**src/rtl/sobel_pkg.sv**
```systemverilog
// rtl/sobel_pkg.sv - shared defaults, tag record and state encoding for the Sobel frame sequencer
// Contents: image size defaults, core latency beyond one row, FSM states, centre-tag record,
//           counter width helper.
package sobel_pkg;
  localparam int IMG_WIDTH_DEF  = 695;
  localparam int IMG_HEIGHT_DEF = 480;
  localparam int DATA_W_DEF     = 32;
  // Strobes the core needs beyond one full row before the first centred result appears.
  localparam int CORE_LAT       = 4;

  typedef enum logic [1:0] {IDLE, RUN, FLUSH, DRAIN} state_t;

  typedef struct packed {
    logic sof;
    logic eol;
    logic eof;
    logic border;
  } tags_t;

  function automatic int cnt_w(input int n);
    return (n > 1) ? $clog2(n) : 1;
  endfunction
endpackage

```
**src/rtl/sobel_stream_ctrl_if.sv**
```systemverilog
// rtl/sobel_stream_ctrl_if.sv - pixel-in / result-out handshake bundle of the Sobel frame sequencer
// Signals: in_valid/in_ready/in_data (source side), out_valid/out_ready/out_data and the
//          sof/eol/eof/border result tags (consumer side).
// Modports: slave = controller view, master = source/consumer view.
interface sobel_stream_ctrl_if #(
  parameter int DATA_W = 32
);
  logic              in_valid;
  logic              in_ready;
  logic [DATA_W-1:0] in_data;
  logic              out_valid;
  logic              out_ready;
  logic [DATA_W-1:0] out_data;
  logic              out_sof;
  logic              out_eol;
  logic              out_eof;
  logic              out_border;

  modport slave (
    input  in_valid, in_data, out_ready,
    output in_ready, out_valid, out_data, out_sof, out_eol, out_eof, out_border
  );

  modport master (
    output in_valid, in_data, out_ready,
    input  in_ready, out_valid, out_data, out_sof, out_eol, out_eof, out_border
  );
endinterface

```
**src/rtl/sobel_pos_counter.sv**
```systemverilog
// rtl/sobel_pos_counter.sv - row/column position counter with frame tag decode
// Ports: clock, reset_n (async active-low), clr (restart at 0,0), adv (step one pixel),
//        tags (sof/eol/eof/border of the current position).
module sobel_pos_counter
  import sobel_pkg::*;
#(
  parameter int W = 8,
  parameter int H = 4
) (
  input  logic  clock,
  input  logic  reset_n,
  input  logic  clr,
  input  logic  adv,
  output tags_t tags
);
  localparam int CW = cnt_w(W);
  localparam int RW = cnt_w(H);
  localparam logic [CW-1:0] COL_LAST = CW'(W - 1);
  localparam logic [RW-1:0] ROW_LAST = RW'(H - 1);

  logic [CW-1:0] col;
  logic [RW-1:0] row;

  always_ff @(posedge clock or negedge reset_n) begin
    if (!reset_n) begin
      col <= '0;
      row <= '0;
    end else if (clr) begin
      col <= '0;
      row <= '0;
    end else if (adv) begin
      if (col == COL_LAST) begin
        col <= '0;
        // Wrapping at the end of the frame leaves the counter ready for the next one.
        row <= (row == ROW_LAST) ? '0 : row + 1'b1;
      end else begin
        col <= col + 1'b1;
      end
    end
  end

  always_comb begin
    tags        = '0;
    tags.sof    = (row == '0) && (col == '0);
    tags.eol    = (col == COL_LAST);
    tags.eof    = (row == ROW_LAST) && (col == COL_LAST);
    tags.border = (row == '0) || (row == ROW_LAST) || (col == '0) || (col == COL_LAST);
  end
endmodule

```
**src/rtl/sobel_stream_ctrl.sv**
```systemverilog
// rtl/sobel_stream_ctrl.sv - frame sequencer gating a streaming Sobel core and tagging its results
// Ports: clock, reset_n (async active-low), start/busy/done (frame control),
//        core_en/core_in/core_out (Sobel core stream), bus (pixel in, tagged result out).
module sobel_stream_ctrl
  import sobel_pkg::*;
#(
  parameter int IMG_WIDTH  = IMG_WIDTH_DEF,
  parameter int IMG_HEIGHT = IMG_HEIGHT_DEF,
  parameter int DATA_W     = DATA_W_DEF
) (
  input  logic              clock,
  input  logic              reset_n,
  input  logic              start,
  output logic              busy,
  output logic              done,
  output logic              core_en,
  output logic [DATA_W-1:0] core_in,
  input  logic [DATA_W-1:0] core_out,
  sobel_stream_ctrl_if.slave bus
);
  localparam int TOTAL = IMG_WIDTH * IMG_HEIGHT + IMG_WIDTH + CORE_LAT - 1;
  localparam int SCW   = $clog2(TOTAL) + 1;
  // scnt holds the number of strobes already issued, so strobe e sees scnt == e-1.
  localparam logic [SCW-1:0] FIRST_OUT   = SCW'(IMG_WIDTH + CORE_LAT - 1);
  localparam logic [SCW-1:0] LAST_STROBE = SCW'(TOTAL - 1);

  state_t         state, state_nx;
  logic [SCW-1:0] scnt;
  logic           slot_free;
  logic           start_acc;
  logic           in_accept;
  logic           out_retire;
  tags_t          in_tags;
  tags_t          c_tags;
  logic           unused_in_tags;

  assign slot_free  = !bus.out_valid || bus.out_ready;
  assign start_acc  = (state == IDLE) && start;
  assign in_accept  = bus.in_valid && bus.in_ready;
  assign out_retire = bus.out_valid && bus.out_ready;

  always_ff @(posedge clock or negedge reset_n) begin
    if (!reset_n) state <= IDLE;
    else          state <= state_nx;
  end

  always_comb begin
    state_nx     = state;
    busy         = (state != IDLE);
    done         = 1'b0;
    bus.in_ready = 1'b0;
    core_en      = 1'b0;
    core_in      = '0;
    case (state)
      IDLE: begin
        if (start) state_nx = RUN;
      end
      RUN: begin
        bus.in_ready = slot_free;
        core_en      = bus.in_valid && slot_free;
        core_in      = bus.in_data;
        if (core_en && in_tags.eof) state_nx = FLUSH;
      end
      FLUSH: begin
        // Zeros push the last rows through the line buffer.
        core_en = slot_free;
        if (core_en && (scnt == LAST_STROBE)) state_nx = DRAIN;
      end
      DRAIN: begin
        if (out_retire) begin
          done     = 1'b1;
          state_nx = IDLE;
        end
      end
      default: state_nx = IDLE;
    endcase
  end

  // A strobe only happens when the output slot is free, so the core holds and out_data
  // stays stable while the consumer stalls.
  always_ff @(posedge clock or negedge reset_n) begin
    if (!reset_n) begin
      scnt          <= '0;
      bus.out_valid <= 1'b0;
    end else if (start_acc) begin
      scnt          <= '0;
      bus.out_valid <= 1'b0;
    end else if (core_en) begin
      scnt <= scnt + 1'b1;
      if (scnt >= FIRST_OUT) bus.out_valid <= 1'b1;
    end else if (bus.out_ready) begin
      bus.out_valid <= 1'b0;
    end
  end

  sobel_pos_counter #(.W(IMG_WIDTH), .H(IMG_HEIGHT)) u_in_pos (
    .clock   (clock),
    .reset_n (reset_n),
    .clr     (start_acc),
    .adv     (in_accept),
    .tags    (in_tags)
  );

  // Centre position tracks the result currently presented; it steps when that result retires.
  sobel_pos_counter #(.W(IMG_WIDTH), .H(IMG_HEIGHT)) u_c_pos (
    .clock   (clock),
    .reset_n (reset_n),
    .clr     (start_acc),
    .adv     (out_retire),
    .tags    (c_tags)
  );

  // Only the end-of-frame decode of the input side steers the sequencer.
  assign unused_in_tags = in_tags.sof ^ in_tags.eol ^ in_tags.border;

  assign bus.out_data   = core_out;
  assign bus.out_sof    = bus.out_valid && c_tags.sof;
  assign bus.out_eol    = bus.out_valid && c_tags.eol;
  assign bus.out_eof    = bus.out_valid && c_tags.eof;
  assign bus.out_border = bus.out_valid && c_tags.border;
endmodule

```
**src/flat_wrapper.sv**
```systemverilog
// flat-port wrapper written by rule: the top's interface ports become plain ports
module sobel_stream_ctrl_flat import sobel_pkg::*;
#(
  parameter int IMG_WIDTH  = IMG_WIDTH_DEF,
  parameter int IMG_HEIGHT = IMG_HEIGHT_DEF,
  parameter int DATA_W     = DATA_W_DEF
)
  (clock, reset_n, start, busy, done, core_en, core_in, core_out, bus_in_valid, bus_in_data, bus_out_ready, bus_in_ready, bus_out_valid, bus_out_data, bus_out_sof, bus_out_eol, bus_out_eof, bus_out_border);
  sobel_stream_ctrl_if #(.DATA_W(DATA_W)) bus_i ();
  input  logic clock;
  input  logic reset_n;
  input  logic start;
  output logic busy;
  output logic done;
  output logic core_en;
  output logic [DATA_W-1:0] core_in;
  input  logic [DATA_W-1:0] core_out;
  input wire logic [$bits(bus_i.in_valid)-1:0] bus_in_valid;
  input wire logic [$bits(bus_i.in_data)-1:0] bus_in_data;
  input wire logic [$bits(bus_i.out_ready)-1:0] bus_out_ready;
  output wire logic [$bits(bus_i.in_ready)-1:0] bus_in_ready;
  output wire logic [$bits(bus_i.out_valid)-1:0] bus_out_valid;
  output wire logic [$bits(bus_i.out_data)-1:0] bus_out_data;
  output wire logic [$bits(bus_i.out_sof)-1:0] bus_out_sof;
  output wire logic [$bits(bus_i.out_eol)-1:0] bus_out_eol;
  output wire logic [$bits(bus_i.out_eof)-1:0] bus_out_eof;
  output wire logic [$bits(bus_i.out_border)-1:0] bus_out_border;
  assign bus_i.in_valid = bus_in_valid;
  assign bus_i.in_data = bus_in_data;
  assign bus_i.out_ready = bus_out_ready;
  assign bus_in_ready = bus_i.in_ready;
  assign bus_out_valid = bus_i.out_valid;
  assign bus_out_data = bus_i.out_data;
  assign bus_out_sof = bus_i.out_sof;
  assign bus_out_eol = bus_i.out_eol;
  assign bus_out_eof = bus_i.out_eof;
  assign bus_out_border = bus_i.out_border;
  sobel_stream_ctrl #(.IMG_WIDTH(IMG_WIDTH), .IMG_HEIGHT(IMG_HEIGHT), .DATA_W(DATA_W)) u_core (.clock(clock), .reset_n(reset_n), .start(start), .busy(busy), .done(done), .core_en(core_en), .core_in(core_in), .core_out(core_out), .bus(bus_i));
endmodule
```
**config.mk**
```make
export PLATFORM = sky130hd
export DESIGN_NAME = sobel_stream_ctrl_flat
export DESIGN_NICKNAME = d
export VERILOG_FILES = /design/src/rtl/sobel_pkg.sv /design/src/rtl/sobel_stream_ctrl_if.sv /design/src/rtl/sobel_pos_counter.sv /design/src/rtl/sobel_stream_ctrl.sv /design/src/flat_wrapper.sv
export SDC_FILE = /design/constraint.sdc
export NUM_CORES = 1
export LEC_CHECK = 0
export CAP_MARGIN = 20
export CORE_MARGIN = 2
export CORE_UTILIZATION = 40
export CTS_BUF_LIST = sky130_fd_sc_hd__clkbuf_16
export CTS_CLUSTER_DIAMETER = 100
export CTS_CLUSTER_SIZE = 24
export DETAILED_ROUTE_END_ITERATION = 12
export HOLD_SLACK_MARGIN = 0.02
export PLACE_DENSITY = 0.73
export SLEW_MARGIN = 20
export SYNTH_ARGS = -nofsm -noshare
export SYNTH_HDL_FRONTEND = slang
export SYNTH_SLANG_ARGS = --single-unit
```
**constraint.sdc**
```tcl
create_clock -name clock -period 4.1 [get_ports clock]
set_input_delay 0.82 -clock clock [delete_from_list [all_inputs] [get_ports clock]]
set_output_delay 0.82 -clock clock [all_outputs]
set_load 0.03 [all_outputs]
```
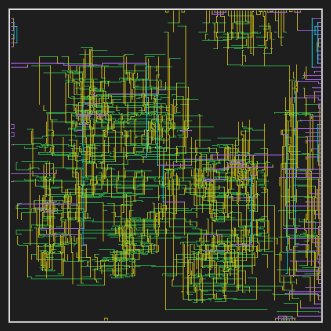
(run_1/layers.png)
(3 px per um)
M4: shown in cyan, wire length 290 um. M2: shown in yellow, wire length 4,780 um. M3: shown in purple, wire length 675 um. M1: shown in green, wire length 4,230 um.

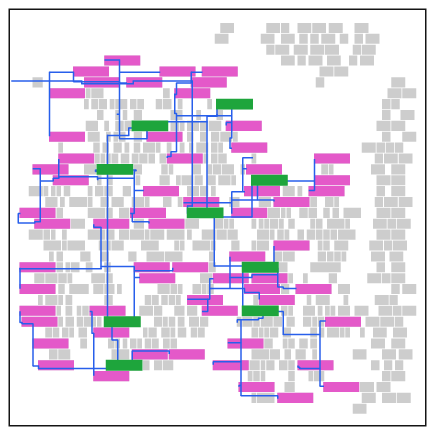
(run_1/clock_wires.png)
(4 px per um)
clock wires: shown in blue, length 851 um. flip-flops: shown in magenta, count 61. clock-net drivers: shown in green, count 9.
Position of the flops: all over the die. There are 10 routed clock nets.

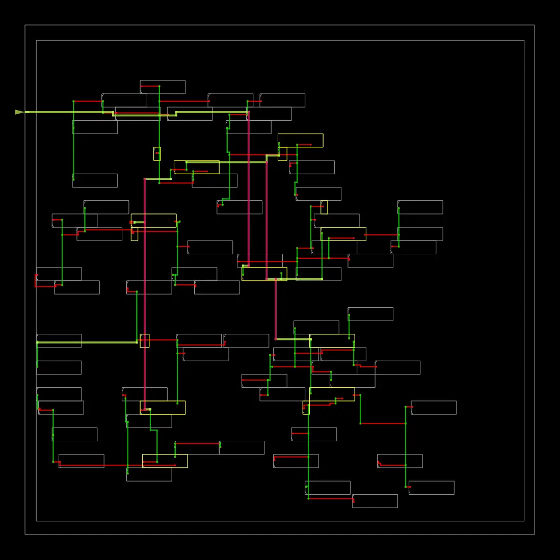
(run_1/clock_nets.png)
CLK BUF: 9
clk sink count: 61

==> job_summary.md, run 1 <==
### Flow metrics

| Metric | Value |
|---|---|
| CTS tree | yes |
| Crit Path Category | in2out |
| DR WL met3 | 674 um |
| Register area | 1526 um2 |
| Flip-flops | 61 |
| Critical Path RT | 3.28 ns |
| Met1 Usage GRT | 22.79% |
| Vias per inst | 5.405 |
| Clock group share of total power | 49.5% |
| Largest stage delay on the critical path | 0.67 ns |
| PD cells | 264.0 nW/um2 |
| Vias in the first global route | 3,505 |
| Total iterations of the first detailed-routing run | 5 |
| Seq area share | 31.15% |
| Post-synthesis sequential area ratio | 38.34% |
| Yosys cell count | 469 |
| Top cell area share | 38.34% |
| Fill cell count | 950 |
| Clock-cell share | 5.107% |
| Area leader, netlist | dfrtp_1 |
| Basic Gates by Area | 30.55% |
| Initial drt markers | 249 |
| Top cell excl fill/tap | clkdlybuf4s50_1 |
| GRT Total Usage | 19.01% |
| Comb pwr | 0.0500 mW |
| # rows | 36 |
| Top Ports | 142 |
| Setup violators final | 0 |
| Reg power frac | 46.6% |
| Detailed Route WL | 9978 um |
| Finished Core Util | 50.36% |
| Outcome | completed |
| Initial core utilization | 40.92% |
| CP endpoint | core_en |
| Worst reg2reg startpoint | u_core.state[0] |
| Placed cell area | 4647 um2 |
| Cell chain of the critical path | clkdlybuf4s50_1 -> nand2b_1 -> nand3_1 -> inv_1 -> clkdlybuf4s50_1 |
| WHS | 0.5074 ns |
| Final tally of max-slew violations | 0 |
| Count leader, synth | dfrtp_1 |
| Multiplexer share | 1.006% |
| RSZ-0062 raised after global routing | no |
| Remaining DRCs | 0 |
| Met2 Wirelength | 4784 um |
| Bufs w/o clock | 81 |
| Final instance area | 4900 um2 |
| Clock period minus worst slack | 3.495 ns |
| Crit path buffers/inverters | 3 |
| Reg2Reg Depth | 8 |
| Synth top area cells | dfrtp_1 38%, buf_4 6.0%, and2_1 5.5% |
| CP Data Arrival Time | 2.68 ns |
| Ratio of final minimum period to clock period | 85.25% |
| Post-synth area from yosys stat | 3981 um2 |
| Combinational power share | 3.9% |
| CTS Buf Count | 9 |
| # Post-CTS Setup Buffers | 0 |
| First-pass GRT wire length | 16,640 um |
| EDFF count, synth | 0 |
| Clk slew on worst S/H paths | 0.05 ns |
| Top Layer Used | met4 |
| Die x size | 103.8 um |
## Run 2: what changed since run 1
--- a/config.mk
+++ b/config.mk
@@ -6,7 +6,6 @@
 export NUM_CORES = 1
 export LEC_CHECK = 0
 export CAP_MARGIN = 20
-export CORE_MARGIN = 2
 export CORE_UTILIZATION = 40
 export CTS_BUF_LIST = sky130_fd_sc_hd__clkbuf_16
 export CTS_CLUSTER_DIAMETER = 100
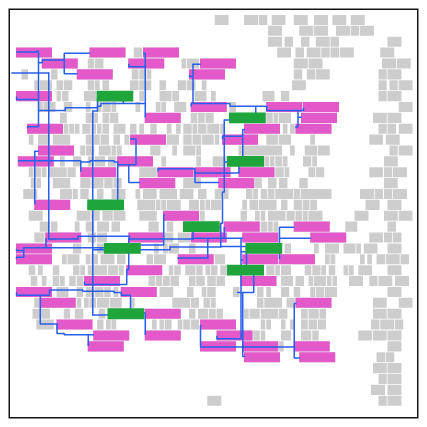
(run_2/clock_wires.png)
(4 px per um)
clock group share of total power: 52.4%
Clk power: 0.716 mW
Late-Pin Clk Latency: 0.33 ns
Worst Clk Skew: 0.01062 ns

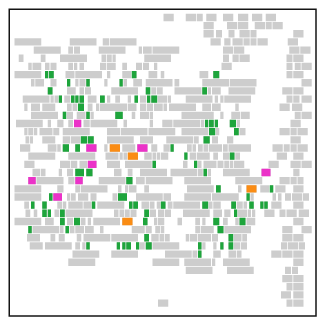
(run_2/gates.png)
(3 px per um)
non-inverting ao/oa cells: shown in magenta, cells 8, most used a21o_1. mux cells: shown in orange, cells 4, most used mux2i_1. nand cells: shown in green, cells 83, most used nand2_1.

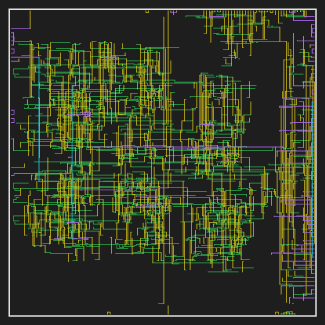
(run_2/layers.png)
(3 px per um)
M3: shown in purple, wire length 610 um. M1: shown in green, wire length 4,050 um. M2: shown in yellow, wire length 4,670 um. M4: shown in cyan, wire length 144 um.

==> job_summary.md, run 2 <==
### Flow metrics

| Metric | Value |
|---|---|
| Clock period minus worst slack | 3.507 ns |
| Ys flop type | dfrtp_1 |
| PD cells | 277.7 nW/um2 |
| Via count | 3,480 |
| CP max FO | 9 |
| Vias per inst | 5.337 |
| Met2 Wirelength | 4667 um |
| Seq area share | 31.01% |
| Slowest-stage cell, CP | clkdlybuf4s50_1 |
| CTS tree | yes |
| Bufs w/o clock | 80 |
| Final WS setup | 0.5933 ns |
| Final tally of max-slew violations | 0 |
| Wl on met1 | 4047 um |
| Clock Path Buffers | 2 |
| Initial drt markers | 165 |
| Met1 Usage GRT | 22.29% |
| Crit Path Category | in2out |
| # rows | 36 |
| Placed cell area | 4639 um2 |
| Max H-tree Level | 3 |
| Synth top area cells | dfrtp_1 38%, buf_4 6.0%, and2_1 5.5% |
| Clk slew on worst S/H paths | 0.05 ns |
| Ratio of final minimum period to clock period | 85.53% |
| Biggest consumer | clock |
| Top Layer Used | met4 |
| GRT Total Usage | 18.95% |
| Detailed Route WL | 9468 um |
| Final instance area | 4922 um2 |
| Flip-flops | 61 |
| Reg2Reg Depth | 7 |
| CP endpoint | core_en |
| DR WL met3 | 610 um |
| Fill cell count | 914 |
| Initial core utilization | 40.92% |
| Critical Path RT | 3.28 ns |
| Worst reg2reg startpoint | u_core.state[1] |
| Vias in the first global route | 3,221 |
| Remaining DRCs | 0 |
| Root Buffer | clkbuf_16 |
| # Post-CTS Setup Buffers | 0 |
| Multiplexer share | 1.006% |
| Invs w/o clock | 24 |
| Clk sink count | 61 |
| Crit path buffers/inverters | 3 |
| Comb pwr | 0.0481 mW |
| RD Place Congestion | 0.8432 |
| EDFF count, synth | 0 |
| Finished Core Util | 50.59% |
| Relative slew slack | 37.31% |
| Reg power frac | 44.1% |
| Post-synthesis sequential area ratio | 38.34% |
| CLK BUF | 9 |
| Largest stage delay on the critical path | 0.67 ns |
| Total iterations of the first detailed-routing run | 4 |
| CP Data Arrival Time | 2.69 ns |
| Internal power | 1.093 mW |
| Fraction of area in multi-input gates | 42.02% |
| Cell chain of the critical path | clkdlybuf4s50_1 -> nand2b_1 -> nand3_1 -> inv_1 -> clkdlybuf4s50_1 |
| WHS | 0.5044 ns |
| Setup violators final | 0 |
| Count leader, synth | dfrtp_1 |
| Die x size | 101.8 um |
| # resized after CTS | 0 |
| Most flop-heavy register | u_core.scnt |
| Top cell area share | 38.34% |
| Basic Gates by Area | 30.55% |
| Outcome | completed |
| RSZ-0062 raised after global routing | no |
| Area leader, netlist | dfrtp_1 |
| CTS Buf Count | 9 |
| Combinational power share | 3.5% |
| First-pass GRT wire length | 14,970 um |
| Register area | 1526 um2 |
| Chip area | 10,360 um2 |
| N_diodes | 0 |
| Clock-cell share | 5.745% |
| Yosys cell count | 469 |
| Post-synth area from yosys stat | 3981 um2 |
| Top cell excl fill/tap | clkdlybuf4s50_1 |
| Top Ports | 142 |
## Run 3: what changed since run 2
--- a/config.mk
+++ b/config.mk
@@ -5,6 +5,7 @@
 export SDC_FILE = /design/constraint.sdc
 export NUM_CORES = 1
 export LEC_CHECK = 0
+export ABC_AREA = 1
 export CAP_MARGIN = 20
 export CORE_UTILIZATION = 40
 export CTS_BUF_LIST = sky130_fd_sc_hd__clkbuf_16
@@ -12,7 +13,7 @@
 export CTS_CLUSTER_SIZE = 24
 export DETAILED_ROUTE_END_ITERATION = 12
 export HOLD_SLACK_MARGIN = 0.02
-export PLACE_DENSITY = 0.73
+export PLACE_DENSITY = 0.72
 export SLEW_MARGIN = 20
 export SYNTH_ARGS = -nofsm -noshare
 export SYNTH_HDL_FRONTEND = slang
==> constraint.sdc (replaced) <==
create_clock -name clock -period 2.9 [get_ports clock]
set_input_delay 0.58 -clock clock [delete_from_list [all_inputs] [get_ports clock]]
set_output_delay 0.58 -clock clock [all_outputs]
set_load 0.03 [all_outputs]
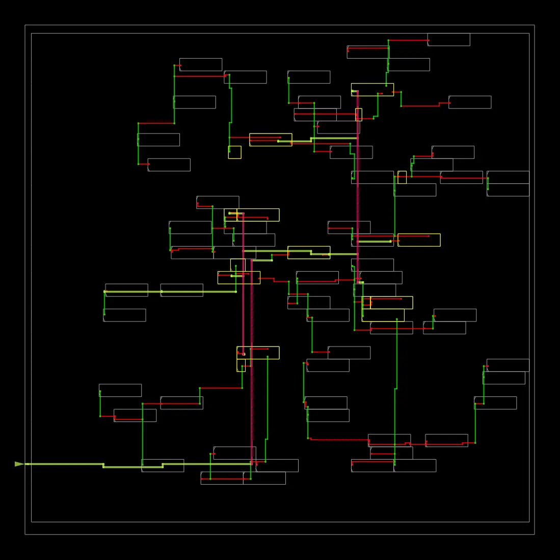
(run_3/clock_nets.png)
Worst Clk Skew: 0.009802 ns
Clk power: 0.965 mW
flip-flops: 61

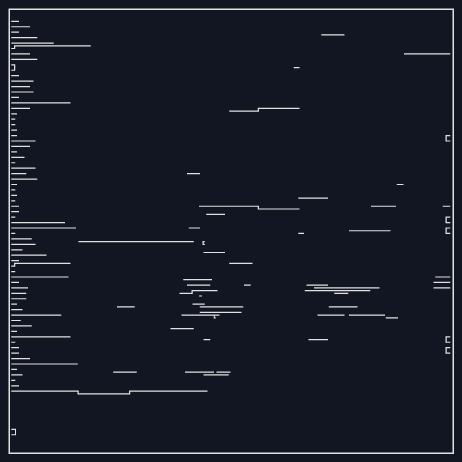
(run_3/m3.png)
(4 px per um)
The layer carries 681 um of wire. The longest straight run is 28.5 um. The wires run mostly horizontal. The layer holds 6.5% of the routed length. 109 nets have wire on it.

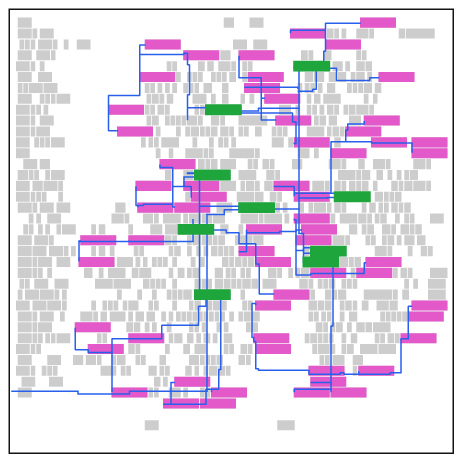
(run_3/clock_wires.png)
(4 px per um)
flip-flops: shown in magenta, count 61. clock-net drivers: shown in green, count 9. clock wires: shown in blue, length 953 um.
There are 10 routed clock nets.

==> job_summary.md, run 3 <==
### Flow metrics

| Metric | Value |
|---|---|
| Met1 Usage GRT | 23.20% |
| Ys flop type | dfrtp_1 |
| Combinational power share | 47.7% |
| Post-synthesis sequential area ratio | 32.35% |
| Clock group share of total power | 23.3% |
| CTS Buf Count | 9 |
| Setup violators final | 0 |
| Die x size | 110.6 um |
| Internal power | 2.282 mW |
| # resized after CTS | 0 |
| PD cells | 736.0 nW/um2 |
| Top cell excl fill/tap | nand2_1 |
| Synth top area cells | dfrtp_1 32%, nand2_1 15%, inv_1 8.1% |
| Total iterations of the first detailed-routing run | 6 |
| CP max FO | 33 |
| Outcome | completed |
| CP endpoint | core_in[10] |
| Clock Path Buffers | 2 |
| CLK BUF | 9 |
| Vias per inst | 4.898 |
| Area leader, netlist | dfrtp_1 |
| Clk sink count | 61 |
| Top Layer Used | met4 |
| EDFF count, synth | 0 |
| Reg power frac | 28.9% |
| Crit path buffers/inverters | 4 |
| # rows | 39 |
| Final tally of max-slew violations | 0 |
| First-pass GRT wire length | 18,310 um |
| Invs w/o clock | 108 |
| WHS | 0.2440 ns |
| Top Ports | 142 |
| Final instance area | 5625 um2 |
| Clock period minus worst slack | 2.754 ns |
| Post-synth area from yosys stat | 4718 um2 |
| Final WS setup | 0.1462 ns |
| Detailed Route WL | 10,500 um |
| GRT Total Usage | 18.02% |
| Root Buffer | clkbuf_16 |
| Basic Gates by Area | 37.18% |
| Multiplexer share | 0% |
| N_diodes | 0 |
| Most flop-heavy register | u_core.scnt |
| Clk slew on worst S/H paths | 0.06 ns |
| Chip area | 12,230 um2 |
| Wl on met1 | 4736 um |
| Reg2Reg Depth | 6 |
| Late-Pin Clk Latency | 0.33 ns |
| Relative slew slack | 68.28% |
| Finished Core Util | 49.06% |
| # Post-CTS Setup Buffers | 0 |
| Largest stage delay on the critical path | 0.67 ns |
| Critical Path RT | 2.32 ns |
| Placed cell area | 5348 um2 |
| Met2 Wirelength | 4964 um |
| Via count | 4,330 |
| Yosys cell count | 689 |
| Worst reg2reg startpoint | u_core.state[0] |
| Slowest-stage cell, CP | clkdlybuf4s50_1 |
Power is estimated from default activity; no workload was simulated.
